`src/rtl/mux_seq_pkg.sv`:
```
// Shared definitions for the MUX command sequencer: opcodes, FSM states,
// instruction field positions and MUX device-type codes.
package mux_seq_pkg;

    // Instruction word layout: [31:28] opcode, [27:20] device, [19:0] data
    localparam int unsigned OP_MSB   = 31;
    localparam int unsigned OP_LSB   = 28;
    localparam int unsigned DEV_MSB  = 27;
    localparam int unsigned DEV_LSB  = 20;
    localparam int unsigned DATA_MSB = 19;
    localparam int unsigned DATA_LSB = 0;

    typedef enum logic [3:0] {
        OpNop  = 4'h0,
        OpOut  = 4'h1,
        OpWait = 4'h2,
        OpSync = 4'h3,
        OpHalt = 4'hF
    } opcode_e;

    typedef enum logic [2:0] {
        StIdle,
        StFetch,
        StExec,
        StSettle,
        StWaitIdle,
        StDelay
    } state_e;

    // MUX device select: [7:6] type, [5:0] number (6'h3F addresses all)
    localparam logic [1:0] DEV_ADC     = 2'b00;
    localparam logic [1:0] DEV_DAC     = 2'b01;
    localparam logic [1:0] DEV_SW      = 2'b10;
    localparam logic [5:0] DEV_NUM_ALL = 6'h3F;

    function automatic logic [3:0] instr_op(input logic [31:0] word);
        return word[OP_MSB:OP_LSB];
    endfunction

    function automatic logic [7:0] instr_dev(input logic [31:0] word);
        return word[DEV_MSB:DEV_LSB];
    endfunction

    function automatic logic [19:0] instr_data(input logic [31:0] word);
        return word[DATA_MSB:DATA_LSB];
    endfunction

endpackage

```
`src/rtl/seq_delay_timer.sv`:
```
// Microsecond delay timer: TICK_DIV-cycle prescaler driving a 20-bit down-counter.
module seq_delay_timer
    import mux_seq_pkg::*;
#(
    parameter int unsigned TICK_DIV = 100
) (
    input  logic        i_clk,
    input  logic        i_rst,
    input  logic        i_load,
    input  logic [19:0] i_value,
    output logic        o_expired
);

    localparam int unsigned PW = (TICK_DIV > 1) ? $clog2(TICK_DIV) : 1;
    // The loading cycle counts as the first prescaler cycle, so a load of n
    // expires n*TICK_DIV cycles after the load cycle itself.
    localparam int unsigned PRE_START = (TICK_DIV > 1) ? 1 : 0;

    logic [PW-1:0] r_prescale;
    logic [19:0]   r_count;
    logic          w_tick;

    assign w_tick    = (r_prescale == PW'(TICK_DIV - 1));
    // Expire in the cycle whose edge takes the count to zero
    assign o_expired = (r_count == 20'd0) || ((r_count == 20'd1) && w_tick);

    // Prescaler and down-counter; loading restarts the prescaler
    always_ff @(posedge i_clk) begin
        if (i_rst) begin
            r_prescale <= '0;
            r_count    <= 20'd0;
        end else if (i_load) begin
            r_prescale <= PW'(PRE_START);
            r_count    <= i_value;
        end else if (r_count != 20'd0) begin
            if (w_tick) begin
                r_prescale <= '0;
                r_count    <= r_count - 20'd1;
            end else begin
                r_prescale <= r_prescale + PW'(1);
            end
        end
    end

endmodule

```
`src/rtl/mux_cmd_sequencer.sv`:
```
// MUX command sequencer: fetches instruction words from an FWFT FIFO and
// drives the MUX command port with microsecond delays and idle sync.
module mux_cmd_sequencer
    import mux_seq_pkg::*;
#(
    parameter int unsigned TICK_DIV     = 100,
    parameter int unsigned SETTLE_CYC   = 4,     // must be >= 1
    parameter int unsigned IDLE_TIMEOUT = 65535  // must be >= 1
) (
    input  logic        fpga_clk_i,
    input  logic        rst_i,
    input  logic        start_i,
    input  logic        stop_i,
    input  logic        instr_valid_i,
    input  logic [31:0] instr_data_i,
    output logic        instr_rd_o,
    output logic        mux_en_o,
    output logic [7:0]  mux_device_o,
    output logic [19:0] mux_data_o,
    input  logic        mux_idle_i,
    output logic        busy_o,
    output logic        done_o,
    output logic        err_o,
    output logic [15:0] instr_count_o
);

    localparam int unsigned SW = $clog2(SETTLE_CYC + 1);
    localparam int unsigned TW = $clog2(IDLE_TIMEOUT + 1);

    state_e        r_state;
    state_e        w_state_next;
    logic [31:0]   r_instr;
    logic          r_mux_en;
    logic [7:0]    r_dev;
    logic [19:0]   r_data;
    logic          r_done;
    logic          r_err;
    logic [15:0]   r_count;
    logic [SW-1:0] r_settle;
    logic [TW-1:0] r_timeout;

    logic          w_instr_rd;
    logic          w_start;
    logic          w_legal;
    logic          w_do_out;
    logic          w_do_wait;
    logic          w_do_halt;
    logic          w_illegal;
    logic          w_timeout;
    logic          w_expired;
    logic          w_timer_load;
    logic [19:0]   w_timer_value;
    logic [3:0]    w_op;
    logic [19:0]   w_op_data;

    assign w_op      = instr_op(r_instr);
    assign w_op_data = instr_data(r_instr);

    // Stop reloads the timer with zero so no stale delay survives an abort
    assign w_timer_load  = w_do_wait || stop_i;
    assign w_timer_value = stop_i ? 20'd0 : w_op_data;

    seq_delay_timer #(
        .TICK_DIV (TICK_DIV)
    ) u_delay_timer (
        .i_clk     (fpga_clk_i),
        .i_rst     (rst_i),
        .i_load    (w_timer_load),
        .i_value   (w_timer_value),
        .o_expired (w_expired)
    );

    // Next-state decode and per-cycle strobes; stop_i overrides everything
    always_comb begin
        w_state_next = r_state;
        w_instr_rd   = 1'b0;
        w_start      = 1'b0;
        w_legal      = 1'b0;
        w_do_out     = 1'b0;
        w_do_wait    = 1'b0;
        w_do_halt    = 1'b0;
        w_illegal    = 1'b0;
        w_timeout    = 1'b0;
        unique case (r_state)
            StIdle: begin
                if (start_i) begin
                    w_start      = 1'b1;
                    w_state_next = StFetch;
                end
            end
            StFetch: begin
                if (instr_valid_i) begin
                    w_instr_rd   = 1'b1;
                    w_state_next = StExec;
                end
            end
            StExec: begin
                case (w_op)
                    OpNop: begin
                        w_legal      = 1'b1;
                        w_state_next = StFetch;
                    end
                    OpOut: begin
                        w_legal      = 1'b1;
                        w_do_out     = 1'b1;
                        w_state_next = StSettle;
                    end
                    OpWait: begin
                        w_legal      = 1'b1;
                        w_do_wait    = 1'b1;
                        w_state_next = (w_op_data == 20'd0) ? StFetch : StDelay;
                    end
                    OpSync: begin
                        w_legal      = 1'b1;
                        w_state_next = StWaitIdle;
                    end
                    OpHalt: begin
                        w_legal      = 1'b1;
                        w_do_halt    = 1'b1;
                        w_state_next = StIdle;
                    end
                    default: begin
                        w_illegal    = 1'b1;
                        w_state_next = StIdle;
                    end
                endcase
            end
            StSettle: begin
                if (r_settle == SW'(SETTLE_CYC - 1)) begin
                    w_state_next = StWaitIdle;
                end
            end
            StWaitIdle: begin
                if (mux_idle_i) begin
                    w_state_next = StFetch;
                end else if (r_timeout == TW'(IDLE_TIMEOUT)) begin
                    w_timeout    = 1'b1;
                    w_state_next = StIdle;
                end
            end
            StDelay: begin
                if (w_expired) begin
                    w_state_next = StFetch;
                end
            end
            default: w_state_next = StIdle;
        endcase
        if (stop_i) begin
            w_state_next = StIdle;
            w_instr_rd   = 1'b0;
            w_start      = 1'b0;
            w_legal      = 1'b0;
            w_do_out     = 1'b0;
            w_do_wait    = 1'b0;
            w_do_halt    = 1'b0;
            w_illegal    = 1'b0;
            w_timeout    = 1'b0;
        end
    end

    // State register, instruction register, MUX command and status flags
    always_ff @(posedge fpga_clk_i) begin
        if (rst_i) begin
            r_state  <= StIdle;
            r_instr  <= 32'd0;
            r_mux_en <= 1'b0;
            r_dev    <= 8'd0;
            r_data   <= 20'd0;
            r_done   <= 1'b0;
            r_err    <= 1'b0;
            r_count  <= 16'd0;
        end else begin
            r_state  <= w_state_next;
            r_mux_en <= w_do_out;
            r_done   <= w_do_halt;
            if (w_instr_rd) begin
                r_instr <= instr_data_i;
            end
            if (w_do_out) begin
                r_dev  <= instr_dev(r_instr);
                r_data <= w_op_data;
            end
            if (w_start) begin
                r_err   <= 1'b0;
                r_count <= 16'd0;
            end else begin
                if (w_illegal || w_timeout) begin
                    r_err <= 1'b1;
                end
                if (w_legal) begin
                    r_count <= r_count + 16'd1;
                end
            end
        end
    end

    // Settle and idle-watchdog counters run only while in their states
    always_ff @(posedge fpga_clk_i) begin
        if (rst_i) begin
            r_settle  <= '0;
            r_timeout <= '0;
        end else begin
            r_settle  <= (r_state == StSettle && !stop_i) ? r_settle + SW'(1) : '0;
            r_timeout <= (r_state == StWaitIdle && !stop_i) ? r_timeout + TW'(1) : '0;
        end
    end

    assign instr_rd_o    = w_instr_rd;
    assign mux_en_o      = r_mux_en & ~stop_i;
    assign mux_device_o  = r_dev;
    assign mux_data_o    = r_data;
    assign busy_o        = (r_state != StIdle);
    assign done_o        = r_done;
    assign err_o         = r_err;
    assign instr_count_o = r_count;

endmodule
```
`config.mk`:
```
export PLATFORM = sky130hd
export DESIGN_NAME = mux_cmd_sequencer
export DESIGN_NICKNAME = d
export VERILOG_FILES = /design/src/rtl/mux_seq_pkg.sv /design/src/rtl/seq_delay_timer.sv /design/src/rtl/mux_cmd_sequencer.sv
export SDC_FILE = /design/constraint.sdc
export NUM_CORES = 1
export LEC_CHECK = 0
export CELL_PAD_IN_SITES_DETAIL_PLACEMENT = 0
export CELL_PAD_IN_SITES_GLOBAL_PLACEMENT = 2
export CORE_MARGIN = 5
export CORE_UTILIZATION = 32
export DETAILED_ROUTE_END_ITERATION = 8
export GPL_ROUTABILITY_DRIVEN = 0
export HOLD_SLACK_MARGIN = 0.03
export PLACE_DENSITY_LB_ADDON = 0.1
export SLEW_MARGIN = 20
export SYNTH_ARGS = -nofsm -noshare
export SYNTH_HDL_FRONTEND = slang
export SYNTH_SLANG_ARGS = --single-unit
```
`constraint.sdc`:
```
create_clock -name fpga_clk_i -period 2.4 [get_ports fpga_clk_i]
set_clock_uncertainty 0.15 [all_clocks]
set_input_delay 0.24 -clock fpga_clk_i [delete_from_list [all_inputs] [get_ports fpga_clk_i]]
set_output_delay 0.24 -clock fpga_clk_i [all_outputs]
set_load 0.005 [all_outputs]
```
==> notes.md, run 1 <==
Flow results follow.

Post-CTS timing repair inserted 0 buffers for setup. The number of design-rule violations left by the first detailed-router iteration is 352. For reference, the top cells by area after synthesis are sky130_fd_sc_hd__dfxtp_1 45%, sky130_fd_sc_hd__nand2_1 11%, sky130_fd_sc_hd__a21oi_1 6.8%, sky130_fd_sc_hd__nor2_1 4.1%, sky130_fd_sc_hd__xor2_1 2.9%. Entering global routing, the biggest net connects 58 pins. The completed layout was analyzed and its total power is 5.40 mW. Setup total negative slack on the finished layout was measured at 0 ns. Of the total power, the share spent switching nets is 0.239. The chip occupies 20700 um^2. The highest clock rate this design can be run at is 446 MHz.

The final layout contains 860 nets. The synthesis run identifies the leading combinational cell family as simple AND/OR/NAND/NOR gates. Yosys printed 0 warnings. The critical path capture point type is a primary output. The share of synthesized area occupied by flip-flops and latches is 0.447.

In the post-route analysis, the smallest setup slack over all paths is 0.157 ns. The startpoint type of the worst setup path is a flop. In this run, CTS created clock tree buffers numbering 17. Per the synthesis report, the number of distinct cell types is 67.

The root buffer cell chosen for the clock tree is sky130_fd_sc_hd__clkbuf_16. The share of total power dissipated in combinational logic is 0.091. The average size of a mapped cell is 8.17 um^2. Note, the detailed placer reported a final HPWL of 12700 um. The arrival time of data at the worst endpoint is listed as 1.85 ns. The primary flip-flop cell chosen by synthesis mapping is sky130_fd_sc_hd__dfxtp_1. In this run, placement finished with an instance count of 1024. The run finished with clean final reports.

The floorplan report gives the top-level pin count as 87. The library cell occupying the most area in the post-synthesis netlist is sky130_fd_sc_hd__dfxtp_1. For this design the static power due to leakage is 2.64 nW. Internal power comes to 4.11 mW.

According to the report, the first pass of detailed routing completed in 5 iterations. The synthesis stat section lists a flop and latch total of 128.
run 1: Yosys cell counts, types with 4 or more instances:
cell type / count
sky130_fd_sc_hd__a211oi_1: 5
sky130_fd_sc_hd__a21oi_1: 78
sky130_fd_sc_hd__a21oi_2: 4
sky130_fd_sc_hd__a221oi_1: 4
sky130_fd_sc_hd__a22oi_1: 5
sky130_fd_sc_hd__a31oi_1: 6
sky130_fd_sc_hd__and4_1: 6
sky130_fd_sc_hd__buf_6: 5
sky130_fd_sc_hd__clkbuf_1: 28
sky130_fd_sc_hd__dfxtp_1: 128
sky130_fd_sc_hd__ha_1: 8
sky130_fd_sc_hd__inv_1: 12
sky130_fd_sc_hd__nand2_1: 161
sky130_fd_sc_hd__nand3_1: 21
sky130_fd_sc_hd__nand4_1: 10
sky130_fd_sc_hd__nor2_1: 63
sky130_fd_sc_hd__nor3_1: 13
sky130_fd_sc_hd__nor3b_1: 5
sky130_fd_sc_hd__nor4_1: 11
sky130_fd_sc_hd__o21ai_0: 12
sky130_fd_sc_hd__o31ai_1: 4
sky130_fd_sc_hd__or3_1: 7
sky130_fd_sc_hd__or4_1: 4
sky130_fd_sc_hd__xnor2_1: 12
sky130_fd_sc_hd__xor2_1: 19
run 1: routing by layer:
metal | wire length, um | GRT usage | vias up
met5 | 0 | 0 | -
met4 | 300 | 0.0585 | 0
met3 | 731 | 0.0426 | 19
met2 | 8430 | 0.282 | 118
met1 | 8350 | 0.235 | 2557
li1 | - | - | 2683
run 1: final cells by class:
cell class / instances / area, um^2
clock inverters: 11 / 153
multi-input cells: 522 / 2950
flip-flops and latches: 128 / 2560
repair buffers: 133 / 1270
fillers: 1766 / 10000
well taps: 229 / 287
inverters: 12 / 45.0
clock buffers: 21 / 470
run 1: cells in the final DEF (no fill, tap or decap), types with 13 or more instances in the layout:
cell and count:
sky130_fd_sc_hd__nand2_1 161, sky130_fd_sc_hd__dfxtp_1 127, sky130_fd_sc_hd__clkdlybuf4s50_1 85, sky130_fd_sc_hd__a21oi_1 78
sky130_fd_sc_hd__nor2_1 61, sky130_fd_sc_hd__buf_4 41, sky130_fd_sc_hd__nand3_1 20, sky130_fd_sc_hd__xor2_1 19
sky130_fd_sc_hd__clkbuf_16 17, sky130_fd_sc_hd__nor3_1 13
run 1: cell families (layout without fill, tap and decap cells):
logic type	Yosys count	count (layout)
flip-flops	128	128
adder cells (fa/ha/maj)	8	8
AND/OR/NAND/NOR	327	327
AND-OR/OR-AND	153	153
multiplexers	3	3
XOR/XNOR	31	31
buffers and inverters	52	177
run 1: worst paths after layout:
kind / start / endpoint / cells after the start
worst max-delay path: r_state[0] / instr_rd_o / 5
worst min-delay path: rst_i / r_state[2] / 4
worst max register to register: u_delay_timer.r_count[0] / u_delay_timer.r_count[10] / 6
worst min register to register: r_settle[0] / r_settle[0] / 1
run 1: sequential cells by signal, indices dropped and copies added (netlist names):
name / cells
u_delay_timer.r_prescale: 7
instr_count_o: 16
r_mux_en: 1
mux_data_o: 20
r_instr: 32
u_delay_timer.r_count: 20
mux_device_o: 8
r_state: 3
err_o: 1
done_o: 1
r_settle: 3
r_timeout: 16
==> run_1/congestion.png <==
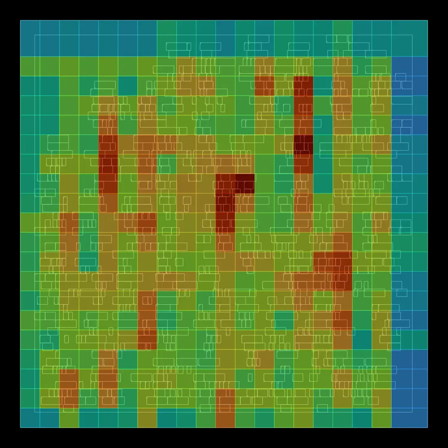
Finished Core Util: 0.436
Global Route met3 Usage: 0.0426
GR Layer Usage met2: 0.282
GRT met1 Usage: 0.235
post-DR wirelength/cell: 16.9 um

==> run_1/placement_by_type.png <==
The bar under the picture is 50 um long. Fill, decap, tap and diode cells in gray.
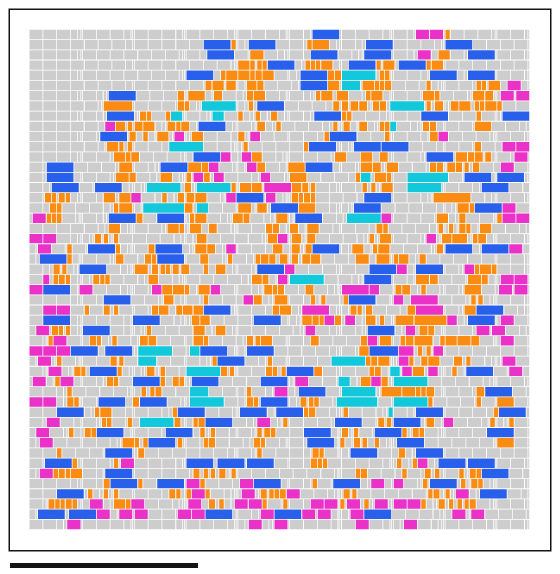
class	color	cells	share of their area
clock drivers and dummy loads	cyan	32	8.4%
combinational and other logic	orange	534	40%
remaining buffers and delay cells	magenta	133	17%
sequential cells	blue	128	34%

==> run_1/cell_density.png <==
The die is cut into 14 by 14 equal tiles; black is low, pale yellow is high, 0 to 100% covered.
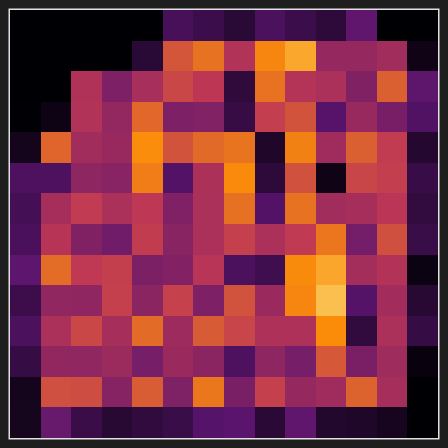
mean over tiles	36%
tiles over 75% full	2.0%
nearly empty tiles	8.2%
emptiest ninth of the die	north-west
fullest tile	86%
placeable core region: 17800 um^2
effective utilization at floorplan: 0.323

==> run_1/wires.png <==
The bar under the picture is 50 um long. Only two layers are drawn.
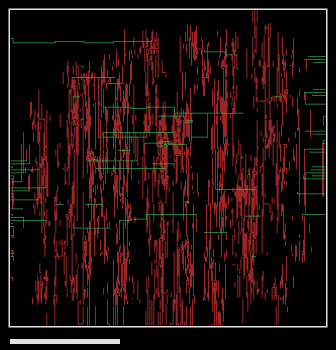
layer	color	wire length
metal 2	red	8430 um
metal 3	green	731 um
via count: 5377
global-route usage over all layers: 0.177
aggregate routed wire length: 17800 um

==> run_1/flops_by_reg.png <==
The bar under the picture is 50 um long.
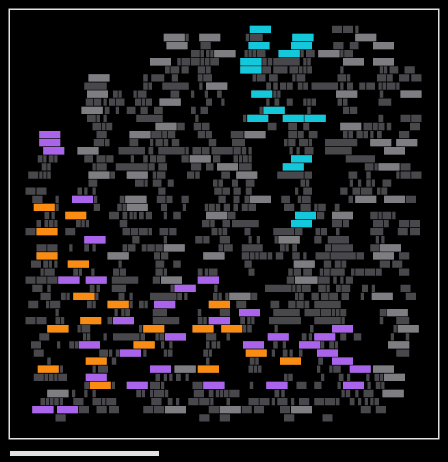

==> run 2, diff against run 1 <==
==> constraint.sdc (replaced) <==
create_clock -name fpga_clk_i -period 2.4 [get_ports fpga_clk_i]
set_clock_uncertainty 0.15 [all_clocks]
set_input_delay 0.24 -clock fpga_clk_i [delete_from_list [all_inputs] [get_ports fpga_clk_i]]
set_output_delay 0.24 -clock fpga_clk_i [all_outputs]
set_load 0.05 [all_outputs]
==> run_2/flops_by_reg.png <==
The bar under the picture is 50 um long.
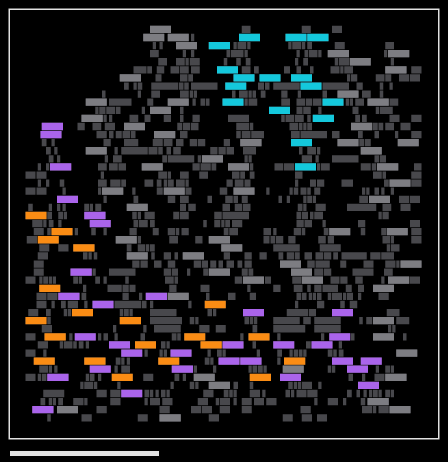
signal	color	flops
`mux_data_o`	orange	20
`r_instr`	purple	32
`r_timeout`	cyan	16
not colored	60
flop share of the area: 0.335
sequential power: 2.20 mW
storage element area: 2560 um^2
Finished Core Util: 0.431

==> run_2/placement_by_type.png <==
The bar under the picture is 50 um long. Fill, decap, tap and diode cells in gray.
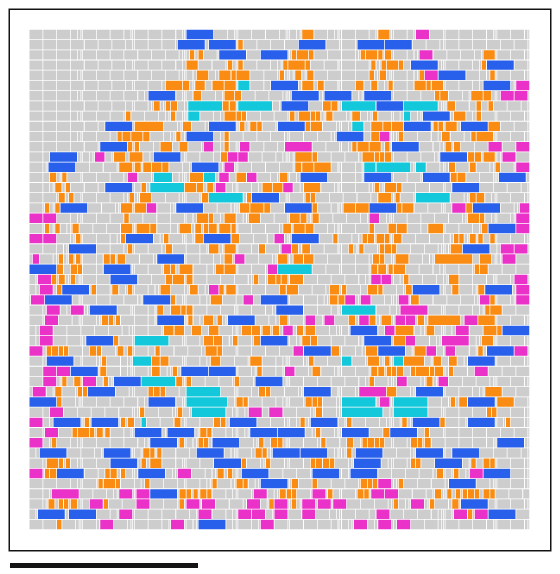
class	color	cells	share of their area
remaining buffers and delay cells	magenta	130	17%
sequential cells	blue	128	35%
combinational and other logic	orange	534	40%
clock drivers and dummy loads	cyan	31	8.0%
Site Rows: 49
final standard cell area without fillers: 7660 um^2

==> run_2/wires.png <==
The bar under the picture is 50 um long. Only two layers are drawn.
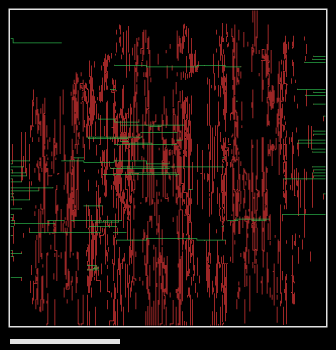
layer	color	wire length
metal 3	green	902 um
metal 2	red	8430 um
via count: 5439
global-route usage over all layers: 0.177

==> run 2 against run 1 <==
Compared with the run above:
- via count is 1.2% higher
- utilization is 0.49 points lower
- sequential share of layout area is 0.36 points higher
- synthesized area stayed put
- maximum frequency is 0.31% lower
- first-iteration DRC count is 8.0% lower
- clock power is 4% lower
- largest cell class unchanged
==> notes.md, run 2 <==
Flow results follow.

By count the netlist is led by 161 x sky130_fd_sc_hd__nand2_1, 128 x sky130_fd_sc_hd__dfxtp_1, 78 x sky130_fd_sc_hd__a21oi_1. The most frequent logic cell in the layout is sky130_fd_sc_hd__nand2_1. The first-pass iteration count of the detailed router was 4 (-1). The core utilization before placement is 0.323 (unchanged).

The synthesis warning total is 0 (unchanged). The number of buffers added by the clock tree synthesis step is 17 (unchanged). The core area is 17800 um^2 (unchanged).

The count of pins on the block boundary is 87 (unchanged). The register with the most flip-flops in the final layout is r_instr. The fill cell total of the finished layout is 1796 (+1.7%). The HPWL after detailed placement is 12500 um (-1.7%).

The count of buffers added by post-CTS timing repair for setup was 0 (unchanged). The maximum achievable frequency came to 444 MHz (-0.31%). The synthesis-stage register bit count was 128 (unchanged). The average detailed-routed wire length per instance is 16.8 um (-0.59%). Looking at the clock tree report, the root buffer type is sky130_fd_sc_hd__clkbuf_16. The count of placed standard cells including taps is 1021 (-0.29%). The final net count was 857 (-0.35%). The length in cells of the worst reg-to-reg path is 6 (unchanged). The worst setup path is launched from a flop. The flow ran to the end, and the final reports show no timing, DRC or antenna violations. In the post-synthesis netlist, the biggest area contributors are sky130_fd_sc_hd__dfxtp_1 45%, sky130_fd_sc_hd__nand2_1 11%, sky130_fd_sc_hd__a21oi_1 6.8%, sky130_fd_sc_hd__nor2_1 4.1%, sky130_fd_sc_hd__xor2_1 2.9%. The worst reg2reg path endpoint is u_delay_timer.r_count[15].
==> run 2: cell counts after synthesis <==
No cell type changed its count.
==> run 2: metal layers <==
metal / vias to the layer above / routed length, um / global-route usage
li1: 2676 / - / -
met5: - / 0 / 0
met1: 2624 / 8070 / 0.227
met4: 0 / 240 / 0.0505
met3: 17 / 901 / 0.0413
met2: 122 / 8430 / 0.295
==> run 2: cell families (layout without fill, tap and decap cells) <==
family,count (synthesis),count (layout),share of synthesized area
xor gates and xnor gates,31,31,0.0473
muxes,3,3,0.00524
adders and majority gates,8,8,0.0175
and+or+nand+nor,327,327,0.269
buffers and inverters,52,173,0.0419
AOI/OAI and AO/OA,153,153,0.173
DFF,128,128,0.447
==> run 2: metrics by stage <==
| step | setup WS (ns) | utilization | power [mW] | cell area (um^2) | hold slack [ns] |
|---|---|---|---|---|---|
| 4_1_cts | 0.132 | 0.431 | 5.34 | 7660 | 0.0645 |
| 5_1_grt | 0.0364 | 0.431 | 5.49 | 7660 | 0.0943 |
| 2_1_floorplan | 0.284 | - | 2.51 | 5740 | 0.226 |
| 6_report | 0.150 | 0.431 | 5.28 | 7660 | 0.0687 |
| 3_3_place_gp | -0.0196 | 0.398 | 2.73 | 7070 | 0.258 |
| 3_5_place_dp | -0.0236 | 0.398 | 2.73 | 7070 | 0.265 |
==> run 2: worst min-delay path by stage <==
stage	startpoint	to	slack (ns)	depth (start not counted)
6_report	rst_i	r_instr[29]	0.07	2
5_1_grt	rst_i	r_instr[29]	0.09	2
4_1_cts	rst_i	r_instr[29]	0.06	2
3_5_place_dp	r_settle[0]	r_settle[0]	0.27	1
3_3_place_gp	r_settle[0]	r_settle[0]	0.26	1
2_1_floorplan	instr_data_i[20]	r_instr[20]	0.23	2
==> run 2: timing repair <==
| action | in CTS | in global routing |
|---|---|---|
| hold buffers | 0 | 0 |
| resized | 0 | 1 |
| endpoints found under the setup margin | 0 | 1 |
==> run 2: cell type report <==
cell class,count,area [um^2],share of cell area
Multi-Input combinational cell,522,2930,0.383
Clock inverter,11,131,0.0172
Tap cell,229,287,0.0374
Sequential cell,128,2560,0.335
Inverter,12,45.0,0.00588
Clock buffer,20,457,0.0597
Timing Repair Buffer,130,1240,0.162
==> run 2: report_power, final <==
| group | leakage, nW | switching (mW) | internal (mW) |
|---|---|---|---|
| sequential | 1.03 | 0.0377 | 2.16 |
| combinational | 1.30 | 0.272 | 0.220 |
| clock | 0.280 | 0.998 | 1.59 |
==> run 2: worst max-delay path, stage by stage, from the launching register on <==
cell	delay, ns
sky130_fd_sc_hd__dfxtp_1	0.35
sky130_fd_sc_hd__or4b_1	0.57
sky130_fd_sc_hd__nor2_1	0.19
sky130_fd_sc_hd__o21ai_0	0.17
sky130_fd_sc_hd__buf_4	0.21
sky130_fd_sc_hd__o311ai_0	0.35
sky130_fd_sc_hd__o31ai_1	0.12
==> run_2/congestion.png <==
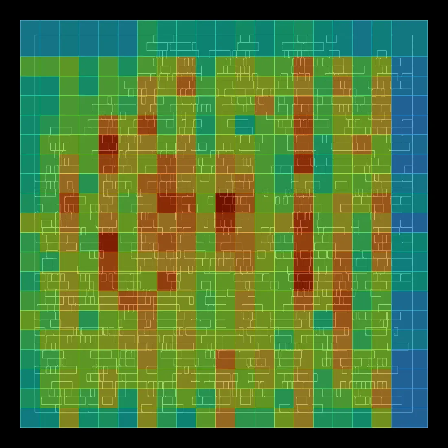

==> run 3, diff against run 2 <==
--- a/config.mk
+++ b/config.mk
@@ -16,4 +16,5 @@
 export SLEW_MARGIN = 20
 export SYNTH_ARGS = -nofsm -noshare
 export SYNTH_HDL_FRONTEND = slang
+export SYNTH_HIERARCHICAL = 1
 export SYNTH_SLANG_ARGS = --single-unit
==> run_3/congestion.png <==
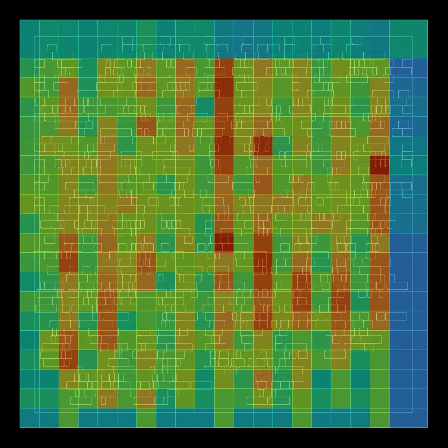
post-DR wirelength/cell: 15.3 um
global-route usage over all layers: 0.155
GR peak layer: met2

==> run_3/flops_by_reg.png <==
The bar under the picture is 50 um long.
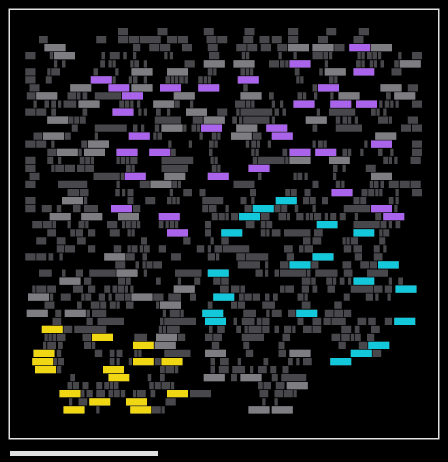
signal	color	flops
`r_timeout`	yellow	16
`r_instr`	purple	32
`u_delay_timer/r_count`	cyan	20

==> run 3 against run 2 <==
Compared with the run above:
- sequential power barely moved
- final area grew 1.1%
- flip-flop count is the same
- non-clock buffer count fell by 12
- cell count shrank 0.95%
- clock power is about 10% higher
- global-route usage fell by 2.1 points
- routed wire length shrank 9.8%
==> notes.md, run 3 <==
Flow results follow.

Sorting the synthesized cells by area gives the leading types as sky130_fd_sc_hd__dfxtp_1 44%, sky130_fd_sc_hd__nand2_1 9.1%, sky130_fd_sc_hd__a21oi_1 6.9%, sky130_fd_sc_hd__nor2_1 4.1%, sky130_fd_sc_hd__xnor2_1 3.9%. The placement row count is 49 (unchanged). Counting flops per register, the top entry is r_instr.

The core utilization before placement was 0.324 (+0.00149). The synthesis warning total is 6 (+6). The violation tally recorded at the end of detailed-routing iteration 0 is 235.

The fraction of power spent switching nets is 0.227 (-0.0212). The signal on the critical path passes through nand2b_1 -> or4b_1 -> clkinv_4 -> buf_12. The critical hold path startpoint is rst_i. The instance count along the most critical hold path was 3 (+1).

The number of vias after detailed routing is 5174 (-4.9%). The worst hold-check path type is primary input to flop. The setup slack of the critical path after layout is 0.110 ns (-0.0395 ns).

The count of buffers added by post-CTS timing repair for setup is 0 (unchanged). The startpoint type of the worst setup path is a flop. The count of pins on the block boundary is 87 (unchanged). The final net count was 846 (-1.3%). The fraction of power consumed by sequential logic came to 0.404 (-0.012). The length in cells of the worst reg-to-reg path is 4 (-2).

The synthesis-stage register bit count is 128 (unchanged). The final worst hold slack is 0.0920 ns (+0.0233 ns). The slowest cell on the critical path is sky130_fd_sc_hd__or4b_1. The core area is 17900 um^2 (+0.69%). The number of buffers added by the clock tree synthesis step was 17 (unchanged). The maximum achievable frequency is 437 MHz (-1.7%). The overall power of the completed layout is 5.45 mW (+3.3%). The summed standard-cell area reported by yosys is 5800 um^2.

The worst slack after detailed placement came to -0.0120 ns (+0.0116 ns). The flow ran to the end, and the final reports show no timing, DRC or antenna violations. The part of the total power dissipated in combinational logic came to 0.073 (-0.020).
==> run_3/placement_by_type.png <==
The bar under the picture is 50 um long. Fill, decap, tap and diode cells in gray.
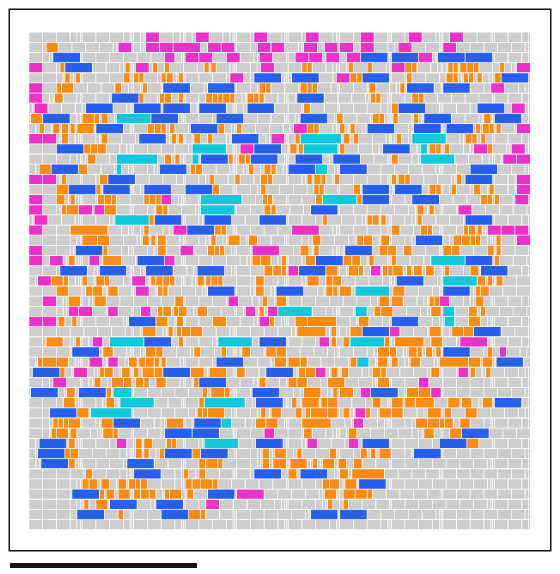
class	color	cells	share of their area
remaining buffers and delay cells	magenta	118	15%
sequential cells	blue	128	34%
clock drivers and dummy loads	cyan	32	8.8%
combinational and other logic	orange	535	41%
final standard cell area without fillers: 7740 um^2
flop share of the area: 0.331
Finished Core Util: 0.432

==> run 3: power by group through the flow <==
stage / Sequential, mW / Combinational (mW) / Clock, mW
2_1_floorplan: 2.23 / 0.238 / 0
3_3_place_gp: 2.24 / 0.400 / 0
3_5_place_dp: 2.24 / 0.400 / 0
4_1_cts: 2.20 / 0.403 / 2.93
5_1_grt: 2.20 / 0.438 / 3.04
6_report: 2.20 / 0.399 / 2.85
==> run 3: final cells by class <==
class | count | area [um^2]
Clock buffer | 19 | 443
Sequential cell | 128 | 2560
Timing Repair Buffer | 118 | 1150
Multi-Input combinational cell | 519 | 3020
Tap cell | 229 | 287
Clock inverter | 13 | 210
Inverter | 16 | 65.1
Fill cell | 1803 | 10200
==> run 3: worst paths after layout <==
check                                         end  slack (ns)
worst min register to register        r_settle[0]        0.27
worst max-delay path                   instr_rd_o        0.11
worst min-delay path                     r_mux_en        0.09
worst max register to register  instr_count_o[10]        0.23
==> run 3: repair_timing <==
action                                  in CTS  in global routing
resized                                      1                  4
hold buffers                                 0                  0
endpoints found under the setup margin       1                  7
pin swaps                                    0                  0
cloned                                       0                  0
==> run 3: worst max-delay path, delay by kind of cell (launching register included) <==
family / cells / cell delay, ns
simple gates: 2 / 0.80
flops: 1 / 0.40
buf+inv: 2 / 0.28
==> run 3: per-stage QoR <==
stage          cell area (um^2)  cells  TNS (ns)
2_1_floorplan              5800    702         0
3_3_place_gp               7080   1010         0
3_5_place_dp               7080   1010   -0.0233
4_1_cts                    7730   1042         0
5_1_grt                    7740   1042         0
6_report                   7740   1042         0
==> run 3: layer usage <==
layer / vias to the layer above / GRT usage / part of all wire
met5: - / 0 / 0
met4: 0 / 0.0476 / 0.011
met3: 12 / 0.0457 / 0.050
met2: 103 / 0.259 / 0.49
met1: 2436 / 0.194 / 0.45
li1: 2623 / - / -
==> run 3: logic make-up (layout without fill, tap and decap cells) <==
family | count (synthesis) | in the layout | synth area share
buffers and inverters | 55 | 166 | 0.0388
XOR/XNOR | 41 | 41 | 0.0619
AND/OR/NAND/NOR | 329 | 329 | 0.288
AND-OR/OR-AND | 136 | 136 | 0.144
multiplexers | 5 | 5 | 0.00863
flip-flops | 128 | 128 | 0.442
adder cells (fa/ha/maj) | 8 | 8 | 0.0173
Power figures rest on the tool's default switching activity, not on a simulated workload.
